### Layout detail, run 1

Window x 46 to 76, y 0 to 30 µm. Cells in gray, sequential cells in the stronger gray; small squares are vias.
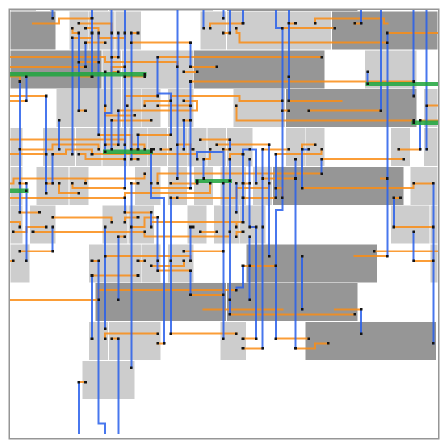
### Clock distribution, run 1

The bar under the picture is 20 µm long.
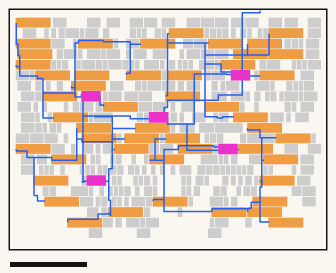
### The clock network, run 1

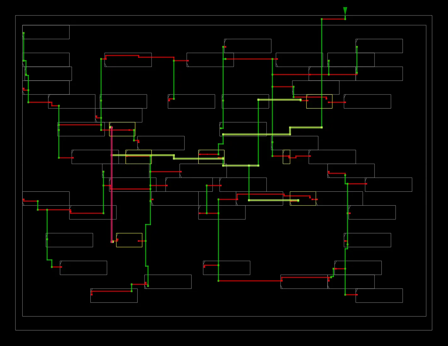
### Cell sizes after repair, run 1

The bar under the picture is 20 µm long.
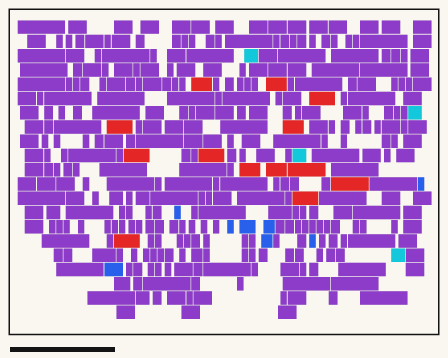
--- config.mk ---
export PLATFORM = sky130hd
export DESIGN_NAME = pbch_demap_ctrl
export DESIGN_NICKNAME = d
export VERILOG_FILES = /design/src/rtl/pbch_pkg.sv /design/src/rtl/pbch_ctrl_watchdog.sv /design/src/rtl/pbch_demap_ctrl.sv
export SDC_FILE = /design/constraint.sdc
export NUM_CORES = 1
export LEC_CHECK = 0
export ABC_AREA = 1
export CORE_ASPECT_RATIO = 0.75
export CORE_MARGIN = 1
export CORE_UTILIZATION = 47
export CTS_CLUSTER_DIAMETER = 60
export DETAILED_ROUTE_END_ITERATION = 10
export GPL_TIMING_DRIVEN = 0
export PLACE_DENSITY = 0.92
export SYNTH_ARGS = -nofsm -noshare
export SYNTH_HDL_FRONTEND = slang
export SYNTH_SLANG_ARGS = --single-unit
export TNS_END_PERCENT = 30
--- constraint.sdc ---
create_clock -name clk_i -period 3.55 [get_ports clk_i]
set_input_delay 0.5325 -clock clk_i [delete_from_list [all_inputs] [get_ports clk_i]]
set_output_delay 0.5325 -clock clk_i [all_outputs]
set_load 0.005 [all_outputs]
--- src/rtl/pbch_pkg.sv ---
// Shared types and defaults for the PBCH demapper control slice.
package pbch_pkg;

  typedef enum logic [1:0] {RE_OTHER, RE_PBCH, RE_DMRS, RE_RSVD} re_type_t;

  typedef enum logic {IDLE, COLLECT} ctrl_state_t;

  localparam int unsigned PBCH_RE_DEFAULT = 432;

endpackage

--- src/rtl/pbch_ctrl_watchdog.sv ---
// Idle-cycle watchdog: counts cycles without progress while running and
// flags expiry once the count reaches TIMEOUT-1.
module pbch_ctrl_watchdog #(
  parameter int unsigned TIMEOUT = 4096
) (
  input  logic clk_i,
  input  logic reset_i,
  input  logic run_i,
  input  logic clear_i,
  output logic expire_o
);

  localparam int unsigned WW = $clog2(TIMEOUT + 1);
  localparam logic [WW-1:0] LIM = WW'(TIMEOUT - 1);

  logic [WW-1:0] cnt;

  always_ff @(posedge clk_i or posedge reset_i) begin
    if (reset_i) begin
      cnt <= '0;
    end else if (clear_i || !run_i) begin
      cnt <= '0;
    end else if (cnt != LIM) begin
      cnt <= cnt + 1'b1;
    end
  end

  assign expire_o = run_i && (cnt == LIM);

endmodule

--- src/rtl/pbch_demap_ctrl.sv ---
// PBCH demapper sequencer: opens a block per SSB, forwards PBCH data REs and
// reports done/error. Optional watchdog under `PBCH_CTRL_TIMEOUT_EN.
module pbch_demap_ctrl
  import pbch_pkg::*;
#(
  parameter int unsigned IQ_DW   = 16,
  parameter int unsigned PBCH_RE = PBCH_RE_DEFAULT,
  parameter int unsigned SYM_MAX = 3,
  parameter int unsigned TIMEOUT = 4096
) (
  input  logic                           clk_i,
  input  logic                           reset_i,
  input  logic                           enable_i,
  input  logic                           ssb_start_i,
  input  logic [2*IQ_DW-1:0]             s_axis_in_tdata,
  input  logic [1:0]                     s_axis_in_tuser,
  input  logic                           s_axis_in_tlast,
  input  logic                           s_axis_in_tvalid,
  output logic [2*IQ_DW-1:0]             m_axis_out_tdata,
  output logic [1:0]                     m_axis_out_tuser,
  output logic                           m_axis_out_tlast,
  output logic                           m_axis_out_tvalid,
  output logic                           block_done_o,
  output logic                           block_err_o,
  output logic [$clog2(PBCH_RE+1)-1:0]   re_cnt_o,
  output logic                           busy_o
);

  localparam int unsigned CW = $clog2(PBCH_RE + 1);
  localparam int unsigned SW = $clog2(SYM_MAX + 1);
  localparam logic [CW-1:0] RE_LAST  = CW'(PBCH_RE - 1);
  localparam logic [CW-1:0] RE_FULL  = CW'(PBCH_RE);
  localparam logic [SW-1:0] SYM_LAST = SW'(SYM_MAX - 1);

  ctrl_state_t   state;
  logic [SW-1:0] sym_cnt;
  logic          start_pend;
  logic          accept;
  logic          sym_end;
  logic          final_re;
  logic          wd_expire;

  always_comb begin
    accept   = s_axis_in_tvalid && (re_type_t'(s_axis_in_tuser) == RE_PBCH);
    sym_end  = s_axis_in_tvalid && s_axis_in_tlast;
    final_re = accept && (re_cnt_o == RE_LAST);
  end

`ifdef PBCH_CTRL_TIMEOUT_EN
  pbch_ctrl_watchdog #(
    .TIMEOUT(TIMEOUT)
  ) u_watchdog (
    .clk_i    (clk_i),
    .reset_i  (reset_i),
    .run_i    (state == COLLECT),
    .clear_i  (accept || ssb_start_i),
    .expire_o (wd_expire)
  );
`else
  // TIMEOUT stays on the parameter list so both builds share one interface.
  localparam bit WD_PRESENT = 1'b0 && (TIMEOUT > 0);
  assign wd_expire = WD_PRESENT;
`endif

  always_ff @(posedge clk_i or posedge reset_i) begin
    if (reset_i) begin
      state             <= IDLE;
      sym_cnt           <= '0;
      start_pend        <= 1'b0;
      m_axis_out_tdata  <= '0;
      m_axis_out_tuser  <= '0;
      m_axis_out_tlast  <= 1'b0;
      m_axis_out_tvalid <= 1'b0;
      block_done_o      <= 1'b0;
      block_err_o       <= 1'b0;
      re_cnt_o          <= '0;
      busy_o            <= 1'b0;
    end else begin
      m_axis_out_tuser  <= '0;
      m_axis_out_tlast  <= 1'b0;
      m_axis_out_tvalid <= 1'b0;
      block_done_o      <= 1'b0;
      block_err_o       <= 1'b0;
      case (state)
        IDLE: begin
          start_pend <= 1'b0;
          if ((ssb_start_i || start_pend) && enable_i) begin
            state    <= COLLECT;
            busy_o   <= 1'b1;
            re_cnt_o <= '0;
            sym_cnt  <= '0;
          end
        end
        COLLECT: begin
          if (final_re) begin
            // A start coinciding with the final RE is parked and opened from IDLE next cycle.
            m_axis_out_tdata  <= s_axis_in_tdata;
            m_axis_out_tuser  <= RE_PBCH;
            m_axis_out_tlast  <= 1'b1;
            m_axis_out_tvalid <= 1'b1;
            block_done_o      <= 1'b1;
            re_cnt_o          <= RE_FULL;
            state             <= IDLE;
            busy_o            <= 1'b0;
            start_pend        <= ssb_start_i && enable_i;
          end else if (ssb_start_i) begin
            block_err_o <= 1'b1;
            re_cnt_o    <= '0;
            sym_cnt     <= '0;
            if (!enable_i) begin
              state  <= IDLE;
              busy_o <= 1'b0;
            end
          end else begin
            if (accept) begin
              m_axis_out_tdata  <= s_axis_in_tdata;
              m_axis_out_tuser  <= RE_PBCH;
              m_axis_out_tvalid <= 1'b1;
              re_cnt_o          <= re_cnt_o + 1'b1;
            end
            if (sym_end) begin
              if (sym_cnt == SYM_LAST) begin
                block_err_o <= 1'b1;
                state       <= IDLE;
                busy_o      <= 1'b0;
              end else begin
                sym_cnt <= sym_cnt + 1'b1;
              end
            end else if (wd_expire && !accept) begin
              block_err_o <= 1'b1;
              state       <= IDLE;
              busy_o      <= 1'b0;
            end
          end
        end
        default: begin
          state  <= IDLE;
          busy_o <= 1'b0;
        end
      endcase
    end
  end

endmodule

==> GITHUB_STEP_SUMMARY, run 1 <==
### Flow metrics

| Metric | Value |
|---|---|
| Main logic family | simple AND/OR/NAND/NOR gates |
| Int Pwr | ~1.5 mW |
| Basic Gates by Area | 19.6% |
| Chip area | 0.00504 mm² |
| Met2 wire len | 2760 µm |
| Cell area after synthesis | ~0.0022 mm² |
| Max reg flops | 32 |
| Hold Buf Count CTS | 0 |
| Logic gate share of total power | a little over two fifths |
| Gate Area | 729 µm² |
| Critical path class | primary input to register |
| Clock buf count | 7 |
| Flop share of the area | 37.4% |
| DRT iter0 DRCs | 100 |
| Postcts setup bufs | 0 |
| Initial antenna violation count | 0 |
| Largest fanout on the critical path | 9 |
| Via Count | 2,039 |
| Critical path data arrival time | approximately 2.1 ns |
| Fin. Hold Viols | 0 |
| Stages on the worst setup path | 8 |
| Ys Warns | 0 |
| Final Util | about 72% |
| Most frequent logic cell in the layout | clkdlybuf4s50_1 |
| Final hold slack | 0.435 ns |
| Top Registers | m_axis_out_tdata: 32 flops, re_cnt_o: 9 flops, sym_cnt: 2 flops |
| Most common cell on crit path | nand2_1 |
| Placer Congestion | 0.948 |
| Grt met2 use | 38.8% |
| Flip-flops with a built-in enable | 0 |
| Met1 usage | 29.6% |
| Top delay family on crit path | buffers and inverters |
| Slowest stage delay, CP | between 0.6 and 0.7 ns |
| Sequential cell count | 49 |
| CP Launch Point | ssb_start_i |
| HP Class | primary input to asynchronous set/reset pin |
| DRT Pass-1 Iters | 4 |
| Status | complete, no violations |
| Power Total | 2.26 mW |
| Max Cap Viol | 0 |
| Total Routed Length | 5580 µm |
| Die Wd | 81.7 µm |
| Init Core Util | 49.5% |
| Synth top area share | between 50% and 60% |
| Adder-cell area share of the yosys netlist | 1.12% |
| Fraction of area in clock buffers and inverters | 2.64% |
| XOR/XNOR Area Share | 0% |
| CTS max path bufs | 2 |
| Core Area | 0.00452 mm² |
| DR WL/cell | 13.4 µm |
| Final min period | 1.93 ns |
| Setup Viol. Count Final | 0 |
| Switching portion of total power | between 30% and 40% |
| Yosys top cell by area | dfrtp_1 |
| P_leak | about 1.5 nW |
| Fill count | around 350 |
| VDD IR max | roughly 0.37 mV |
| DR DRC count | 0 |
| Logic power comb | 0.968 mW |
| H-tree depth | 2 |
| TritonCTS clock tree | built |
| YS chip area | 0.00224 mm² |
| Clock Power Share | 14.6% |
| Hpwl dp | approximately 4200 µm |
| Register area share after synthesis | 54.8% |
| Dominant synthesized flop cell | dfrtp_1 |
Back to the opening pictures, 'Layout detail':
Key: green = M3; orange = M1; blue = M2
59 logic cells have their middle in the window. Netlist names of flops here include `m_axis_out_tdata` (2), `sym_cnt` (2). Most frequent: nand3_1 (11), nand2_1 (11), dfrtp_1 (9). Sequential cells in the window: 9.

Back to the opening pictures, 'Clock distribution':
Key: magenta = clock-net drivers [count 5]; blue = clock wires [length 567 µm]; orange = flip-flops [count 49]
There are 6 routed clock nets. Position of the flops: spread over the die.

Back to the opening pictures, 'The clock network':
clk_skew: 0.00597 ns
CTS Buf Count: 5

Back to the opening pictures, 'Cell sizes after repair':
Key: cyan = x3 and x4 [cells 4, share 1.1%, most used buf_4]; purple = x1 and smaller [cells 334, share 93%, most used clkdlybuf4s50_1]; blue = x2 [cells 8, share 2.2%, most used inv_2]; red = x6 and larger [cells 13, share 3.6%, most used clkbuf_8]
final setup margin: 1.62 ns
Synth-to-Final Area Change: 46.4%
design area: 0.00328 mm²
nonclk buf count: 97

==> inputs of run 2 (changes only) <==
--- a/config.mk
+++ b/config.mk
@@ -8,11 +8,11 @@
 export ABC_AREA = 1
 export CORE_ASPECT_RATIO = 0.75
 export CORE_MARGIN = 1
-export CORE_UTILIZATION = 47
+export CORE_UTILIZATION = 43
 export CTS_CLUSTER_DIAMETER = 60
 export DETAILED_ROUTE_END_ITERATION = 10
 export GPL_TIMING_DRIVEN = 0
-export PLACE_DENSITY = 0.92
+export PLACE_DENSITY = 0.85
 export SYNTH_ARGS = -nofsm -noshare
 export SYNTH_HDL_FRONTEND = slang
 export SYNTH_SLANG_ARGS = --single-unit
==> constraint.sdc (replaced) <==
create_clock -name clk_i -period 1.9 [get_ports clk_i]
set_input_delay 0.285 -clock clk_i [delete_from_list [all_inputs] [get_ports clk_i]]
set_output_delay 0.285 -clock clk_i [all_outputs]
set_load 0.005 [all_outputs]
### The clock network, run 2

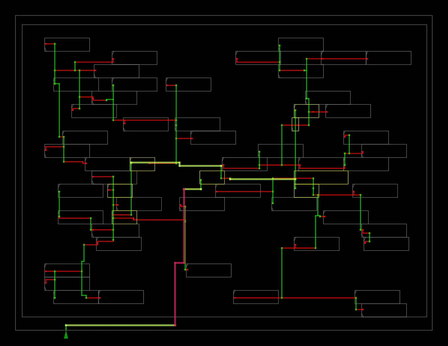
Clk power: 0.761 mW
sequential cell count: 49
clk_skew: 0.00484 ns
clock buf count: 7

### Register map, names as in the netlist, run 2

The bar under the picture is 20 µm long.
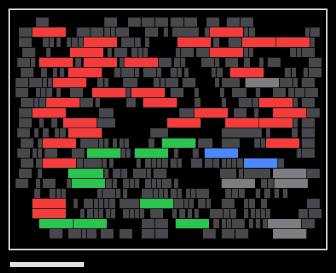
Key: red = `m_axis_out_tdata` [placed flops 32]; blue = `sym_cnt` [placed flops 2]; green = `re_cnt_o` [placed flops 9]
Another 6 sequential cells are not colored.

==> GITHUB_STEP_SUMMARY, run 2 <==
### Flow metrics

| Metric | Value |
|---|---|
| Register area | roughly 0.0012 mm² |
| Top delay family on crit path | flip-flops |
| P_leak | 1.53 nW (+0.93%) |
| Postcts setup bufs | 0 (unchanged) |
| Flop share of the area | 37.0% (-0.46 points) |
| DR DRC count | 0 (unchanged) |
| CTS sink cnt | 49 |
| Status | complete, no violations |
| Switching power total | 1.35 mW |
| Design area | 0.00332 mm² (+1.3%) |
| Power Total | 4.33 mW (+91%) |
| Critical path class | register to register |
| Int Pwr | 2.98 mW (+96%) |
| Root Buffer | clkbuf_8 |
| Setup Viol. Count Final | 0 (unchanged) |
| Final setup margin | 0.203 ns (-1.42 ns) |
| Final Max Slew Viols | 0 |
| Final min period | 1.70 ns |
| Port bufs | ~86 |
| Tool warnings | 26 |
| Largest fanout on the critical path | 10 (+1) |
| Clock Power Share | 17.6% (+3.0 points) |
| Synth top area share | 54.8% (unchanged) |
| Logic power comb | 1.76 mW (+82%) |
| DRT iter0 DRCs | 78 (-22%) |
| Logic gate share of total power | 40.7% (-2.0 points) |
| Core Area | 0.00495 mm² (+9.6%) |
| Slowest stage delay, CP | 0.43 ns (-0.20 ns) |
| DR WL/cell | 12.4 µm (-7.4%) |
| Total Routed Length | 5210 µm (-6.5%) |
| Met1 WL | about 2400 µm |
| Max Cap Viol | 0 (unchanged) |
| Met1 usage | 27.5% (-2.1 points) |
| Post-synthesis cell count | 265 |
| Cell area after synthesis | 0.00224 mm² (unchanged) |
| Hold Buf Count CTS | 0 (unchanged) |
| Adder-cell area share of the yosys netlist | 1.12% (unchanged) |
| Ys Warns | 0 (unchanged) |
| Via Count | 2,014 (-1.2%) |
| HP Class | primary input to asynchronous set/reset pin |
| H-tree depth | 2 (unchanged) |
| DRT Pass-1 Iters | 4 (unchanged) |
| Top Registers | m_axis_out_tdata: 32 flops, re_cnt_o: 9 flops, sym_cnt: 2 flops |
| Yosys top cell by area | dfrtp_1 |
| Init Core Util | 45.2% (-4.4 points) |
| Nonclk buf count | 97 (unchanged) |
| Most common cell on crit path | nand3_2 |
| Synth-to-Final Area Change | 48.4% |
| Switching portion of total power | 31.2% (-1.7 points) |
| Pre-CTS setup slack | -0.185 ns |
| Final Util | 67.0% (-5.5 points) |
| # placed instances | around 410 |
| TritonCTS clock tree | built |
| Fill count | 389 (+12%) |
| XOR/XNOR Area Share | 0% (unchanged) |
| Fraction of area in clock buffers and inverters | 3.51% (+0.87 points) |
| Critical path data arrival time | 1.87 ns (-0.24 ns) |
| YS chip area | 0.00224 mm² (unchanged) |
| Fin. Hold Viols | 0 (unchanged) |
| Area after DPL | 0.00319 mm² |
| Chip area | 0.00550 mm² (+9.0%) |
| Reg2reg start | re_cnt_o[1] |
| Most frequent logic cell in the layout | clkdlybuf4s50_1 |
| Flip-flops with a built-in enable | 0 (unchanged) |
| VDD IR max | 0.767 mV (+110%) |
| Gate Area | 737 µm² (+1.0%) |
| R2R depth | 8 |
| Die Wd | 85.3 µm (+4.4%) |
| Grt met2 use | 34.8% (-4.0 points) |
| Main logic family | simple AND/OR/NAND/NOR gates |
| Placer Congestion | 0.854 (-9.9%) |
| Stages on the worst setup path | 8 (unchanged) |
| Dominant synthesized flop cell | dfrtp_1 |
| Hpwl dp | 3950 µm (-6.9%) |
| Initial antenna violation count | 0 (unchanged) |
| CP Launch Point | re_cnt_o[1] |
| Basic Gates by Area | 19.6% (unchanged) |
| Final hold slack | 0.296 ns (-0.139 ns) |
| Register area share after synthesis | 54.8% (unchanged) |
| CTS Buf Count | 5 (unchanged) |
| Max reg flops | 32 (unchanged) |
| Met2 wire len | 2510 µm (-9.0%) |
### Cell sizes after repair, run 2

The bar under the picture is 20 µm long.
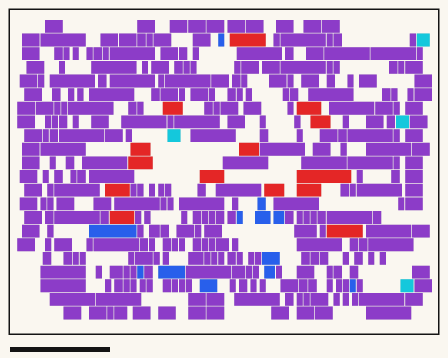
Key: red = x6 and larger [cells 14, share 3.9%, most used clkbuf_8]; cyan = x3 and x4 [cells 4, share 1.1%, most used buf_4]; purple = x1 and smaller [cells 330, share 92%, most used clkdlybuf4s50_1]; blue = x2 [cells 12, share 3.3%, most used inv_2]

==> inputs of run 3 (changes only) <==
--- a/config.mk
+++ b/config.mk
@@ -7,7 +7,7 @@
 export LEC_CHECK = 0
 export ABC_AREA = 1
 export CORE_ASPECT_RATIO = 0.75
-export CORE_MARGIN = 1
+export CORE_MARGIN = 2
 export CORE_UTILIZATION = 43
 export CTS_CLUSTER_DIAMETER = 60
 export DETAILED_ROUTE_END_ITERATION = 10
### Register map, names as in the netlist, run 3

The bar under the picture is 20 µm long.
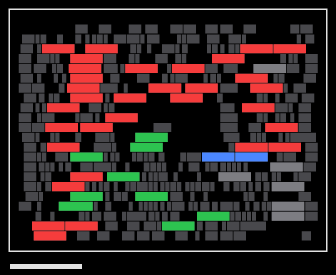
Key: green = `re_cnt_o` [placed flops 9, where south]; blue = `sym_cnt` [placed flops 2]; red = `m_axis_out_tdata` [placed flops 32]
flop share of the area: 37.2%
register area: 0.00123 mm²
Seq. pwr: 1.81 mW
Final Util: 66.6%

### The clock network, run 3

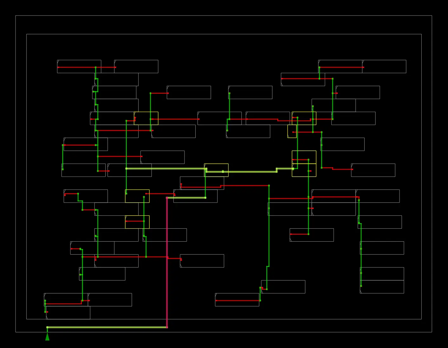
clk ins delay skew pair: 0.29 ns
CTS sink cnt: 49
clk_skew: 0.00814 ns

==> GITHUB_STEP_SUMMARY, run 3 <==
### Flow metrics

| Metric | Value |
|---|---|
| Cell area after synthesis | 0.00224 mm² (unchanged) |
| Main logic family | simple AND/OR/NAND/NOR gates |
| Final setup margin | 0.173 ns (-0.0297 ns) |
| R2R depth | 8 (unchanged) |
| Ys Warns | 0 (unchanged) |
| Max reg flops | 32 (unchanged) |
| Fin. Hold Viols | 0 (unchanged) |
| Status | complete, no violations |
| H-tree depth | 2 (unchanged) |
| Adder-cell area share of the yosys netlist | 1.12% (unchanged) |
| Area after DPL | 0.00319 mm² (unchanged) |
| Hpwl dp | 3890 µm (-1.7%) |
| Pre-CTS setup slack | -0.190 ns (-0.00543 ns) |
| Nonclk buf count | 97 (unchanged) |
| DRT iter0 DRCs | 89 (+14%) |
| Postcts setup bufs | 0 (unchanged) |
| Met1 usage | 26.6% (-0.99 points) |
| Design area | 0.00330 mm² (-0.60%) |
| # placed instances | 412 (unchanged) |
| VDD IR max | 0.776 mV (+1.3%) |
| Core Area | 0.00495 mm² (unchanged) |
| Flip-flops with a built-in enable | 0 (unchanged) |
| CTS Buf Count | 5 (unchanged) |
| Int Pwr | 2.88 mW (-3.4%) |
| Synth top area share | 54.8% (unchanged) |
| Logic gate share of total power | 42.0% (+1.3 points) |
| Period utilization | 90.9% |
| Final Max Slew Viols | 0 (unchanged) |
| YS chip area | 0.00224 mm² (unchanged) |
| TritonCTS clock tree | built |
| Yosys top cell by area | dfrtp_1 |
| Power Total | 4.24 mW (-2.2%) |
| Reg2reg start | re_cnt_o[0] |
| Register area share after synthesis | 54.8% (unchanged) |
| Final hold slack | 0.196 ns (-0.100 ns) |
| Basic Gates by Area | 19.6% (unchanged) |
| Slowest stage delay, CP | 0.43 ns (about the same) |
| Critical path class | register to register |
| Logic power comb | 1.78 mW (about the same) |
| Root Buffer | clkbuf_8 |
| Met2 wire len | 2390 µm (-4.7%) |
| Gate Area | 732 µm² (-0.68%) |
| Initial antenna violation count | 0 (unchanged) |
| Top Registers | m_axis_out_tdata: 32 flops, re_cnt_o: 9 flops, sym_cnt: 2 flops |
| Port bufs | 86 (unchanged) |
| Critical path data arrival time | 1.89 ns (+0.02 ns) |
| Clock buf count | 7 (unchanged) |
| Comb/total area | approximately 22% |
| Sequential cell count | 49 (unchanged) |
| Grt met2 use | 30.9% (-3.9 points) |
| Tool warnings | 26 (unchanged) |
| Count of multi-input gates | 155 |
| CP Launch Point | re_cnt_o[0] |
| DRT Pass-1 Iters | 4 (unchanged) |
| Chip area | 0.00580 mm² (+5.5%) |
| Switching portion of total power | 32.0% (+0.79 points) |
| PD cells | 1280 mW/mm² |
| XOR/XNOR Area Share | 0% (unchanged) |
| P_leak | 1.52 nW (-0.28%) |
| DR DRC count | 0 (unchanged) |
| Switching power total | 1.36 mW (+0.24%) |
| Die Wd | 87.3 µm (+2.3%) |
| Synth-to-Final Area Change | 47.5% |
### Clock distribution, run 3

The bar under the picture is 20 µm long.
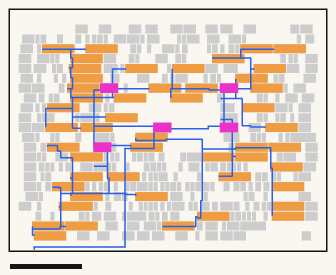
Key: magenta = clock-net drivers [count 5]; orange = flip-flops [count 49]; blue = clock wires [length 527 µm]
There are 6 routed clock nets.
Clk power: 0.642 mW
Clock Power Share: 15.2%

Power and IR drop assume default switching activity.
